### src/rtl/pipelined_mix_design.sv
// Pipelined WIDTH-bit mixing datapath with valid/ready backpressure and an
// LFSR/MISR built-in self-test that reuses the same pipeline registers.
module pipelined_mix_design #(
  parameter int               WIDTH     = 8,
  parameter int               STAGES    = 4,
  parameter int               BIST_LEN  = 16,
  parameter logic [WIDTH-1:0] LFSR_TAPS = WIDTH'(8'hB8)
) (
  input  logic             clk,
  input  logic             rst,
  input  logic [WIDTH-1:0] data_in,
  input  logic             in_valid,
  output logic             in_ready,
  output logic [WIDTH-1:0] data_out,
  output logic             out_valid,
  input  logic             out_ready,
  input  logic             bist_start,
  output logic             bist_busy,
  output logic             bist_done,
  output logic [WIDTH-1:0] signature
);

  localparam int CNT_W = (BIST_LEN > 1) ? $clog2(BIST_LEN) : 1;

  typedef enum logic [1:0] {IDLE, RUN, DRAIN, DONE} state_t;

  function automatic logic [WIDTH-1:0] mix(input logic [WIDTH-1:0] x, input int k);
    logic [WIDTH-1:0] r1;
    logic [WIDTH-1:0] r2;
    r1 = {x[WIDTH-2:0], x[WIDTH-1]};
    r2 = {x[WIDTH-3:0], x[WIDTH-1:WIDTH-2]};
    return r1 ^ (x & r2) ^ WIDTH'(k + 1);
  endfunction

  state_t                       state_q, state_d;
  logic [WIDTH-1:0]             in_data_q, in_data_d;
  logic                         in_vld_q, in_vld_d;
  logic [STAGES-1:0][WIDTH-1:0] stg_data_q, stg_data_d;
  logic [STAGES-1:0]            stg_vld_q, stg_vld_d;
  logic [WIDTH-1:0]             out_data_q, out_data_d;
  logic                         out_vld_q, out_vld_d;
  logic [WIDTH-1:0]             lfsr_q, lfsr_d;
  logic [WIDTH-1:0]             sig_q, sig_d;
  logic [CNT_W-1:0]             cnt_q, cnt_d;

  logic busy;
  logic idle_like;
  logic stall;
  logic flush;
  logic upstream_vld;

  assign busy      = (state_q == RUN) || (state_q == DRAIN);
  assign idle_like = (state_q == IDLE) || (state_q == DONE);
  assign stall     = out_vld_q && !out_ready && !busy;
  assign flush     = idle_like && bist_start;

  assign in_ready  = idle_like && !stall;
  assign data_out  = out_data_q;
  assign out_valid = out_vld_q;
  assign signature = sig_q;
  assign bist_busy = busy;
  assign bist_done = (state_q == DONE);

  // Anything still valid ahead of the final stage means the drain is not over.
  always_comb begin
    upstream_vld = in_vld_q;
    for (int k = 0; k < STAGES - 1; k++) begin
      upstream_vld = upstream_vld | stg_vld_q[k];
    end
  end

  always_comb begin
    in_data_d  = in_data_q;
    in_vld_d   = in_vld_q;
    stg_data_d = stg_data_q;
    stg_vld_d  = stg_vld_q;
    out_data_d = out_data_q;
    out_vld_d  = out_vld_q;
    if (!stall) begin
      if (busy) begin
        in_vld_d = (state_q == RUN);
        if (state_q == RUN) begin
          in_data_d = lfsr_q;
        end
      end else begin
        in_vld_d = in_valid;
        if (in_valid) begin
          in_data_d = data_in;
        end
      end
      stg_data_d[0] = mix(in_data_q, 0);
      stg_vld_d[0]  = in_vld_q;
      for (int k = 1; k < STAGES; k++) begin
        stg_data_d[k] = mix(stg_data_q[k-1], k);
        stg_vld_d[k]  = stg_vld_q[k-1];
      end
      // BIST results never reach the functional output port.
      out_vld_d = stg_vld_q[STAGES-1] && !busy;
      if (!busy) begin
        out_data_d = stg_data_q[STAGES-1];
      end
    end
    if (flush) begin
      in_vld_d  = 1'b0;
      stg_vld_d = '0;
      out_vld_d = 1'b0;
    end
  end

  always_comb begin
    state_d = state_q;
    lfsr_d  = lfsr_q;
    sig_d   = sig_q;
    cnt_d   = cnt_q;
    case (state_q)
      IDLE, DONE: begin
        if (bist_start) begin
          state_d = RUN;
          lfsr_d  = WIDTH'(1);
          sig_d   = '0;
          cnt_d   = '0;
        end
      end
      RUN: begin
        lfsr_d = {1'b0, lfsr_q[WIDTH-1:1]} ^ (lfsr_q[0] ? LFSR_TAPS : '0);
        cnt_d  = cnt_q + CNT_W'(1);
        if (cnt_q == CNT_W'(BIST_LEN - 1)) begin
          state_d = DRAIN;
        end
      end
      DRAIN: begin
        if (stg_vld_q[STAGES-1] && !upstream_vld) begin
          state_d = DONE;
        end
      end
      default: state_d = IDLE;
    endcase
    if (busy && stg_vld_q[STAGES-1]) begin
      sig_d = {sig_q[WIDTH-2:0], sig_q[WIDTH-1]} ^ stg_data_q[STAGES-1];
    end
  end

  always_ff @(posedge clk or negedge rst) begin
    if (!rst) begin
      state_q    <= IDLE;
      in_data_q  <= '0;
      in_vld_q   <= 1'b0;
      stg_data_q <= '0;
      stg_vld_q  <= '0;
      out_data_q <= '0;
      out_vld_q  <= 1'b0;
      lfsr_q     <= WIDTH'(1);
      sig_q      <= '0;
      cnt_q      <= '0;
    end else begin
      state_q    <= state_d;
      in_data_q  <= in_data_d;
      in_vld_q   <= in_vld_d;
      stg_data_q <= stg_data_d;
      stg_vld_q  <= stg_vld_d;
      out_data_q <= out_data_d;
      out_vld_q  <= out_vld_d;
      lfsr_q     <= lfsr_d;
      sig_q      <= sig_d;
      cnt_q      <= cnt_d;
    end
  end

endmodule

### config.mk
export PLATFORM = sky130hd
export DESIGN_NAME = pipelined_mix_design
export DESIGN_NICKNAME = d
export VERILOG_FILES = /design/src/rtl/pipelined_mix_design.sv
export SDC_FILE = /design/constraint.sdc
export NUM_CORES = 1
export LEC_CHECK = 0
export CAP_MARGIN = 25
export CELL_PAD_IN_SITES_DETAIL_PLACEMENT = 1
export CELL_PAD_IN_SITES_GLOBAL_PLACEMENT = 2
export CORE_MARGIN = 5
export CORE_UTILIZATION = 33
export CTS_CLUSTER_SIZE = 8
export DETAILED_ROUTE_END_ITERATION = 16
export PLACE_DENSITY = 0.82
export REMOVE_ABC_BUFFERS = 1
export SLEW_MARGIN = 20
export SYNTH_ARGS = -nofsm -noshare
export SYNTH_HDL_FRONTEND = slang
export SYNTH_SLANG_ARGS = --single-unit
### constraint.sdc
create_clock -name clk -period 1.75 [get_ports clk]
set_clock_uncertainty 0.2 [all_clocks]
set_input_delay 0.35 -clock clk [delete_from_list [all_inputs] [get_ports clk]]
set_output_delay 0.35 -clock clk [all_outputs]
set_load 0.005 [all_outputs]
### Routed metal, one color a layer, run 1

Scale: 2 px per µm.
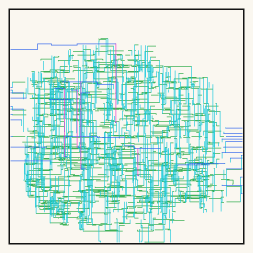
- metal 4: magenta (wire length 159 µm)
- metal 2: cyan (wire length 5430 µm)
- metal 1: green (wire length 4290 µm)
- metal 3: blue (wire length 350 µm)

### Placement density heat map, run 1

Scale: 3 px per µm. 12 x 12 tiles, from black (low) to pale yellow (high), 0 to 100% covered.
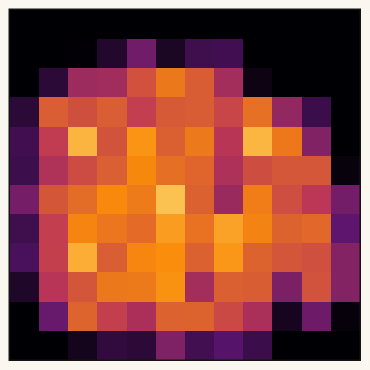
- densest ninth of the die: center
- emptiest ninth of the die: north-east
- fullest tile: 87%
- mean over tiles: 39%

### Cells colored by class, run 1

Scale: 2 px per µm.
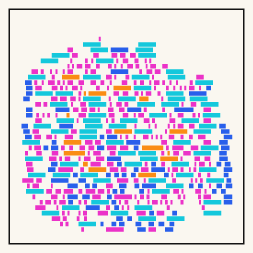
- combinational and other logic: magenta (cells 290; share of their area 39%)
- sequential cells: cyan (cells 76; share of their area 36%)
- clock drivers and dummy loads: orange (cells 16; share of their area 6.1%)
- remaining buffers and delay cells: blue (cells 89; share of their area 19%)

==> impl_metrics.env, run 1 <==
# physical design summary
export IMPL_met2_usage=0.271
export IMPL_dp_cells=571
export IMPL_buf_share=0.183
export IMPL_common_cells="nand2_1 (91), dfrtp_1 (75), o21ai_0 (56)"
export IMPL_holdBufCountCts=1
export IMPL_ys_chip_area_um2=3740
export IMPL_yosys_area_top_type="dfrtp_1"
export IMPL_intPower_w=0.00698
export IMPL_tap_cell_count=143
export IMPL_yosysSeqAreaShare=0.508
export IMPL_synthArstFlopShare=1.00
export IMPL_wl_met1_um=4290
export IMPL_sh_seq_area=0.351
export IMPL_final_clkbuf_count=12
export IMPL_drc=0
export IMPL_synth_top_flop_cell="dfrtp_1"
export IMPL_final_cell_area_um2=5430
export IMPL_outcome="complete, but fails checks"
export IMPL_tightestPinTransition_ps=412
export IMPL_comb_power_share=0.509
export IMPL_reg2reg_to="in_data_q[5]"
export IMPL_p_comb_w=0.00578
export IMPL_crit_path_max_fanout=4
export IMPL_grt_pass1_wl_um=16500
export IMPL_hold_class="in2async"
export IMPL_antenna_left=0
export IMPL_ys_warn_count=0
export IMPL_hold_viol_final=0
export IMPL_path_clk_slew_ps=60
export IMPL_cp_depth=4
export IMPL_worst_endpoint_arrival_ps=1320
export IMPL_whs_ps=287
export IMPL_final_nets=484
export IMPL_violations="setup timing"
export IMPL_dp_slack_ps=-464
export IMPL_layout_setup_ws_ps=-115
export IMPL_io_pins=33
export IMPL_max_stage_delay_ps=410
export IMPL_largest_reg_flops=32
export IMPL_n_antenna_cell=0
export IMPL_simple_gate_share=0.127
export IMPL_ys_flops=76
export IMPL_p_clk_w=0.00199
export IMPL_cts_sinks=76
export IMPL_r2r_cells=7
export IMPL_clkPwrFrac=0.175
export IMPL_dp_hpwl_um=6220
export IMPL_crit_path_start_kind="register"
export IMPL_signal_buffers=89
export IMPL_setup_viol=46
export IMPL_layout_cells_non_filler=614
export IMPL_wl_um=10200
export IMPL_ff_count=76
export IMPL_power_density_nw_per_um2=2090
export IMPL_warnings=30
export IMPL_dominant_cells="logic gates"
export IMPL_firstDrtPassIters=4
export IMPL_cts_max_level=3
export IMPL_clock_area_frac=0.0588
export IMPL_finalClockPeriodUsage=1.07
export IMPL_lay_top_count="dfrtp_1"
export IMPL_syn_avg_cell_area_um2=9.70
export IMPL_portBuffers=32
--- run 2 (diff from run 1) ---
--- a/config.mk
+++ b/config.mk
@@ -9,10 +9,10 @@
 export CELL_PAD_IN_SITES_DETAIL_PLACEMENT = 1
 export CELL_PAD_IN_SITES_GLOBAL_PLACEMENT = 2
 export CORE_MARGIN = 5
-export CORE_UTILIZATION = 33
+export CORE_UTILIZATION = 39
 export CTS_CLUSTER_SIZE = 8
 export DETAILED_ROUTE_END_ITERATION = 16
-export PLACE_DENSITY = 0.82
+export PLACE_DENSITY = 0.9
 export REMOVE_ABC_BUFFERS = 1
 export SLEW_MARGIN = 20
 export SYNTH_ARGS = -nofsm -noshare
==> constraint.sdc (replaced) <==
create_clock -name clk -period 2.4 [get_ports clk]
set_clock_uncertainty 0.2 [all_clocks]
set_input_delay 0.48 -clock clk [delete_from_list [all_inputs] [get_ports clk]]
set_output_delay 0.48 -clock clk [all_outputs]
set_load 0.005 [all_outputs]
### Cells colored by class, run 2

Scale: 2 px per µm.
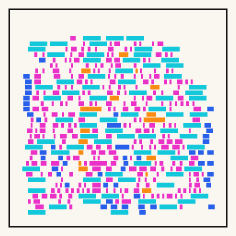
- sequential cells: cyan (cells 76; share of their area 44%)
- clock drivers and dummy loads: orange (cells 16; share of their area 5.0%)
- remaining buffers and delay cells: blue (cells 50; share of their area 11%)
- combinational and other logic: magenta (cells 290; share of their area 41%)

==> impl_metrics.env, run 2 <==
# physical design summary
export IMPL_outcome="finished clean"
export IMPL_wl_um=8360
export IMPL_common_cells="nand2_1 (91), dfrtp_1 (75), o21ai_0 (56)"
export IMPL_grt_pass1_wl_um=14600
export IMPL_ff_count=76
export IMPL_finalClockPeriodUsage=0.963
export IMPL_crit_path_max_fanout=4
export IMPL_hold_class="reg2reg"
export IMPL_buf_share=0.106
export IMPL_busiest_layer="met2"
export IMPL_sh_seq_area=0.420
export IMPL_n_antenna_cell=0
export IMPL_crit_path_start_kind="register"
export IMPL_whs_ps=312
export IMPL_dp_slack_ps=-54.6
export IMPL_p_comb_w=0.00296
export IMPL_cts_max_level=3
export IMPL_drc=0
export IMPL_yosysSeqAreaShare=0.508
export IMPL_hold_viol_final=0
export IMPL_reg2reg_to="in_data_q[5]"
export IMPL_layout_cells_non_filler=561
export IMPL_clock_area_frac=0.0480
export IMPL_comb_power_share=0.447
export IMPL_r2r_cells=7
export IMPL_lay_top_count="nand2_1"
export IMPL_ys_chip_area_um2=3740
export IMPL_largest_reg_flops=32
export IMPL_simple_gate_share=0.127
export IMPL_tap_cell_count=129
export IMPL_clkPwrFrac=0.162
export IMPL_ys_warn_count=0
export IMPL_fp_dieW_um=108
export IMPL_dp_cells=541
export IMPL_io_pins=33
export IMPL_final_clkbuf_count=12
export IMPL_final_cell_area_um2=4530
export IMPL_syn_avg_cell_area_um2=9.70
export IMPL_yosys_area_top_type="dfrtp_1"
export IMPL_tightestPinTransition_ps=524
export IMPL_cp_depth=4
export IMPL_firstDrtPassIters=4
export IMPL_intPower_w=0.00404
export IMPL_antenna_left=0
export IMPL_final_nets=445
export IMPL_path_clk_slew_ps=70
export IMPL_portBuffers=32
export IMPL_layout_setup_ws_ps=89.3
export IMPL_power_density_nw_per_um2=1460
export IMPL_ys_flops=76
export IMPL_synth_top_flop_cell="dfrtp_1"
export IMPL_wl_met1_um=3630
export IMPL_setup_viol=0
export IMPL_met2_usage=0.278
export IMPL_dp_hpwl_um=6030
export IMPL_p_clk_w=0.00107
export IMPL_post_drt_via_cell_ratio=5.09
export IMPL_holdBufCountCts=1
export IMPL_synthArstFlopShare=1.00
export IMPL_max_stage_delay_ps=520
export IMPL_warnings=28
### Routed metal, one color a layer, run 2

Scale: 2 px per µm.
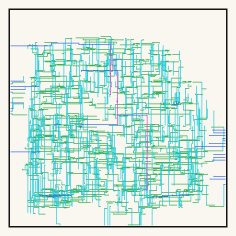
- metal 2: cyan (wire length 4340 µm)
- metal 1: green (wire length 3630 µm)
- metal 3: blue (wire length 290 µm)
- metal 4: magenta (wire length 95.2 µm)

